===== src/rtl/spi_master_engine.sv =====
// Byte-oriented SPI master shift engine; SCLK comes from a half-period clock-enable counter.
// Optional macro SPI_MODE_SEL_EN adds cpol/cpha inputs; the default build is fixed mode 0.
module spi_master_engine #(
    parameter int DATA_WIDTH = 8,
    parameter int CNT_WIDTH  = 8
) (
    input  logic                  clk,
    input  logic                  rst,
    input  logic [2:0]            prescale,
    input  logic                  start,
    input  logic [DATA_WIDTH-1:0] tx_data,
    output logic                  busy,
    output logic                  done,
    output logic [DATA_WIDTH-1:0] rx_data,
    output logic                  sclk,
    output logic                  mosi,
    input  logic                  miso,
`ifdef SPI_MODE_SEL_EN
    input  logic                  cpol,
    input  logic                  cpha,
`endif
    output logic                  cs_n
);

    localparam int BW = $clog2(DATA_WIDTH + 1);

    typedef enum logic [2:0] {IDLE, SETUP, SHIFT, HOLD, FINISH} state_t;

    state_t                state_q, state_d;
    logic [CNT_WIDTH-1:0]  cnt_q, cnt_d;
    logic [2:0]            presc_q, presc_d;
    logic [DATA_WIDTH-1:0] shift_q, shift_d;
    logic [DATA_WIDTH-1:0] rx_shift_q, rx_shift_d;
    logic [DATA_WIDTH-1:0] rx_data_q, rx_data_d;
    logic [BW-1:0]         bit_cnt_q, bit_cnt_d;
    logic                  sclk_q, sclk_d;

    logic                  accept, active, tc, lead, trail, last_edge;
    logic [CNT_WIDTH-1:0]  half_m1;
    logic                  mode_cpol, mode_cpha;

    // FINISH also accepts start so back-to-back frames see a single cs_n high cycle.
    assign accept    = start && (state_q == IDLE || state_q == FINISH);
    assign active    = (state_q == SETUP) || (state_q == SHIFT) || (state_q == HOLD);
    assign half_m1   = (CNT_WIDTH'(1) << presc_q) - CNT_WIDTH'(1);
    assign tc        = (cnt_q == half_m1);
    assign lead      = (state_q == SHIFT) && tc && !sclk_q;
    assign trail     = (state_q == SHIFT) && tc && sclk_q;
    assign last_edge = trail && (bit_cnt_q == BW'(DATA_WIDTH));

`ifdef SPI_MODE_SEL_EN
    logic cpol_q, cpol_d, cpha_q, cpha_d;

    always_comb begin
        cpol_d = cpol_q;
        cpha_d = cpha_q;
        if (accept) begin
            cpol_d = cpol;
            cpha_d = cpha;
        end
    end

    always_ff @(posedge clk) begin
        if (rst) begin
            cpol_q <= 1'b0;
            cpha_q <= 1'b0;
        end else begin
            cpol_q <= cpol_d;
            cpha_q <= cpha_d;
        end
    end

    assign mode_cpol = cpol_q;
    assign mode_cpha = cpha_q;
`else
    assign mode_cpol = 1'b0;
    assign mode_cpha = 1'b0;
`endif

    always_ff @(posedge clk) begin
        if (rst) begin
            state_q <= IDLE;
        end else begin
            state_q <= state_d;
        end
    end

    always_comb begin
        state_d = state_q;
        case (state_q)
            IDLE:    if (start) state_d = SETUP;
            SETUP:   if (tc) state_d = SHIFT;
            SHIFT:   if (last_edge) state_d = HOLD;
            HOLD:    if (tc) state_d = FINISH;
            FINISH:  state_d = start ? SETUP : IDLE;
            default: state_d = IDLE;
        endcase
    end

    always_comb begin
        busy    = active;
        cs_n    = !active;
        done    = (state_q == FINISH);
        sclk    = sclk_q ^ mode_cpol;
        rx_data = rx_data_q;
        mosi    = 1'b0;
        // With cpha=1 the first bit only appears at the first leading edge.
        if (active && !(mode_cpha && bit_cnt_q == '0)) begin
            mosi = shift_q[DATA_WIDTH-1];
        end
    end

    always_comb begin
        cnt_d      = cnt_q;
        presc_d    = presc_q;
        shift_d    = shift_q;
        rx_shift_d = rx_shift_q;
        rx_data_d  = rx_data_q;
        bit_cnt_d  = bit_cnt_q;
        sclk_d     = sclk_q;
        if (accept) begin
            presc_d    = prescale;
            shift_d    = tx_data;
            rx_shift_d = '0;
            cnt_d      = '0;
            bit_cnt_d  = '0;
            sclk_d     = 1'b0;
        end else if (active) begin
            cnt_d = tc ? '0 : cnt_q + CNT_WIDTH'(1);
            if (lead) begin
                sclk_d    = 1'b1;
                bit_cnt_d = bit_cnt_q + BW'(1);
                if (!mode_cpha) begin
                    rx_shift_d = {rx_shift_q[DATA_WIDTH-2:0], miso};
                end else if (bit_cnt_q != '0) begin
                    shift_d = {shift_q[DATA_WIDTH-2:0], 1'b0};
                end
            end
            if (trail) begin
                sclk_d = 1'b0;
                if (mode_cpha) begin
                    rx_shift_d = {rx_shift_q[DATA_WIDTH-2:0], miso};
                end else if (!last_edge) begin
                    shift_d = {shift_q[DATA_WIDTH-2:0], 1'b0};
                end
            end
            if (state_q == HOLD && tc) begin
                rx_data_d = rx_shift_q;
            end
        end
    end

    always_ff @(posedge clk) begin
        if (rst) begin
            cnt_q      <= '0;
            presc_q    <= '0;
            shift_q    <= '0;
            rx_shift_q <= '0;
            rx_data_q  <= '0;
            bit_cnt_q  <= '0;
            sclk_q     <= 1'b0;
        end else begin
            cnt_q      <= cnt_d;
            presc_q    <= presc_d;
            shift_q    <= shift_d;
            rx_shift_q <= rx_shift_d;
            rx_data_q  <= rx_data_d;
            bit_cnt_q  <= bit_cnt_d;
            sclk_q     <= sclk_d;
        end
    end

endmodule


===== config.mk =====
export PLATFORM = sky130hd
export DESIGN_NAME = spi_master_engine
export DESIGN_NICKNAME = d
export VERILOG_FILES = /design/src/rtl/spi_master_engine.sv
export SDC_FILE = /design/constraint.sdc
export NUM_CORES = 1
export LEC_CHECK = 0
export CORE_MARGIN = 10
export CORE_UTILIZATION = 45
export CTS_CLUSTER_SIZE = 30
export DETAILED_ROUTE_END_ITERATION = 12
export HOLD_SLACK_MARGIN = 0.03
export PLACE_DENSITY = 0.69
export REMOVE_ABC_BUFFERS = 1
export SLEW_MARGIN = 20
export SYNTH_ARGS = -nofsm -noshare
export SYNTH_HDL_FRONTEND = slang
export SYNTH_SLANG_ARGS = --single-unit

===== constraint.sdc =====
create_clock -name clk -period 3.68 [get_ports clk]
set_input_delay 0.736 -clock clk [delete_from_list [all_inputs] [get_ports clk]]
set_output_delay 0.736 -clock clk [all_outputs]
set_load 0.01 [all_outputs]

Metal 1:
Supply wires on this layer in gray.
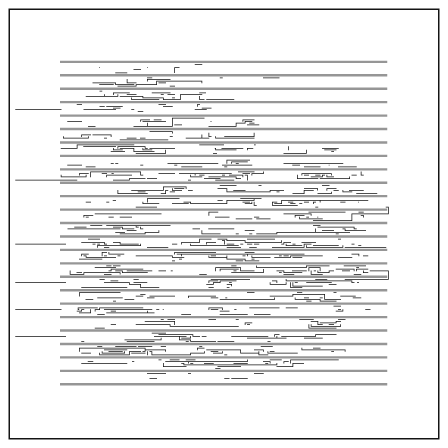
main direction: horizontal
nets with wire on the layer: 244
share of all routed wire: 47%
wire length on this layer: 1790 um
longest straight run: 25.8 um
vias post-DR: 1555
met1 layer usage reported by global route: 13.1%
total wirelength of the detailed-routed design: 3830 um

M2 wires:
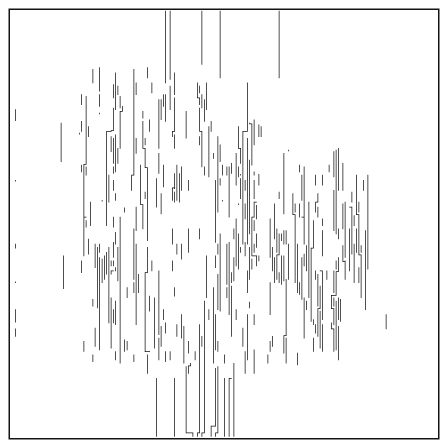
longest straight run: 29.6 um
main direction: vertical
share of all routed wire: 47%
global routing met2 resource utilization: 17.2%

Met3 routing:
Bar = 20 um. Cells faint in the background.
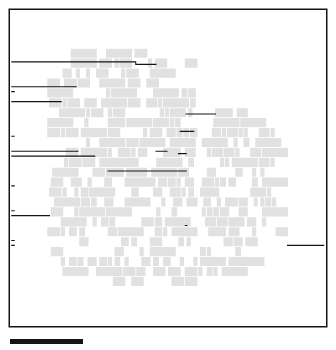
main direction: horizontal
wire length on this layer: 175 um
longest straight run: 34.0 um
nets with wire on the layer: 15
share of all routed wire: 4.6%
Global Route met3 Usage: 4.03%

==> notes.md <==
Purpose: to document the outcome of synthesis and place and route.

Synthesis
Per the Yosys statistics, synthesis produced 221 cells. The count of library flops with an enable pin is 0. The average instance in the mapped netlist occupies between 9 and 10 sq um.

After synthesis, the share of flip-flops with an asynchronous set or reset is 0%. For this run, the register share of the synthesized area comes to between 40% and 50%.

Floorplan
The flow inserted roughly 52 tap cells. According to the floorplan report, the die height is 86.7 um. Row generation in the floorplan step produced 24 rows. For this configuration, the core starts out at a cell density of between 40% and 50%.

Run status
The flow ran to the end, and the final reports show no timing, DRC or antenna violations.

Layout
The area taken by multi-input combinational cells is reported as 0.00106 sq mm. The number of nets in the layout is 265. The fraction of cell area in non-clock buffers is 11.8%. Cells fill a little under three fifths of the core in the end.

Ranked by total area, the top cell class in this layout is combinational gates. In the finished layout, the clock tree contains a buffer count of 5. Of the total standard cell area in the layout, the sequential portion is about 36%. The number of signal-net buffers in the layout is 29.

Hold path
The worst hold path startpoint is bit_cnt_q[3]$_SDFFE_PP0P_.

Final timing
In the final run the clock tree shows a worst skew of around 0.0087 ns. Counting endpoints that fail hold in the final report gives 0. The final sum of negative setup slack is 0 ns.

Job
The number of OpenROAD warnings is 26.

Routing
The tally of nets with antenna violations remaining after routing is 0. According to the report, the first pass of detailed routing completed in 4 iterations. The met2 wire length is ~1800 um.

The via density per instance is between 5 and 6. The uppermost layer routed is met4.

Pwr
The combinational power is 191 uW. The power share of the sequential group is a little under half. Combinational logic burns 17.7% of the power.

The highest-power group is sequential cells.

Clock network
The TritonCTS clock tree is yes.

GRT
The first global-routing pass estimated between 6000 and 7000 um of wire.

Worst setup path
The type of the setup path with the least slack is flop to output pin. Data on the critical path arrives at its endpoint at about 1.9 ns.

Placement
Per the gpl log, the routability congestion estimate is 0.789.
Selected gate families:
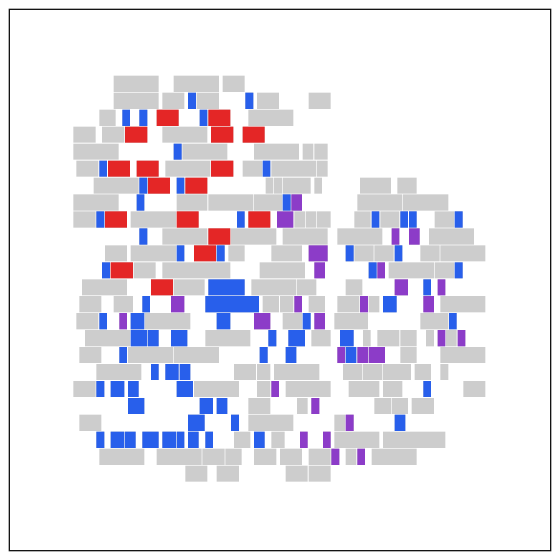
| color | family | cells | most used |
|---|---|---|---|
| red | mux cells | 17 | mux2i_1 |
| blue | nor cells | 69 | nor2_1 |
| purple | nand cells | 28 | nand2_1 |
fraction of area in multi-input gates: 44.0%
most common library cell in the layout ignoring fill and taps: dfxtp_1
count of non-filler cells in the finished layout: 300

Clock routing:
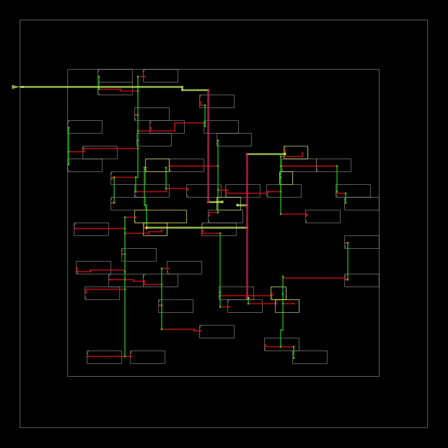
clock net sink count: 43
Clk Latency, worst-skew pair: 0.30 ns
sequential cell count of the final layout: 43
power in the clock group: 377 uW
TritonCTS buffer count: 5

state kept, by name, indices dropped and copies added (netlist names):
name,flops
cnt_q,8
shift_q,8
presc_q,3
bit_cnt_q,4
state_q,3
rx_shift_q,8
sclk,1
rx_data,8
critical path: stages (launching register included):
cell	delay [ns]
dfxtp_1	0.39
nor2_1	0.10
nor2_1	0.39
and2_1	0.19
clkdlybuf4s50_1	0.54
cell families after synthesis:
kind of cell | after synthesis
AND-OR/OR-AND | 25
XOR/XNOR | 11
adder cells (fa/ha/maj) | 3
buffers and inverters | 16
flip-flops | 43
multiplexers | 17
AND/OR/NAND/NOR | 106
layer usage:
layer  track usage [%]  vias to the layer above
met5                 0                        -
met1              13.1                      712
li1                  -                      818
met3              4.03                        6
met2              17.2                       19
met4              4.86                        0
Power figures rest on the tool's default switching activity, not on a simulated workload.
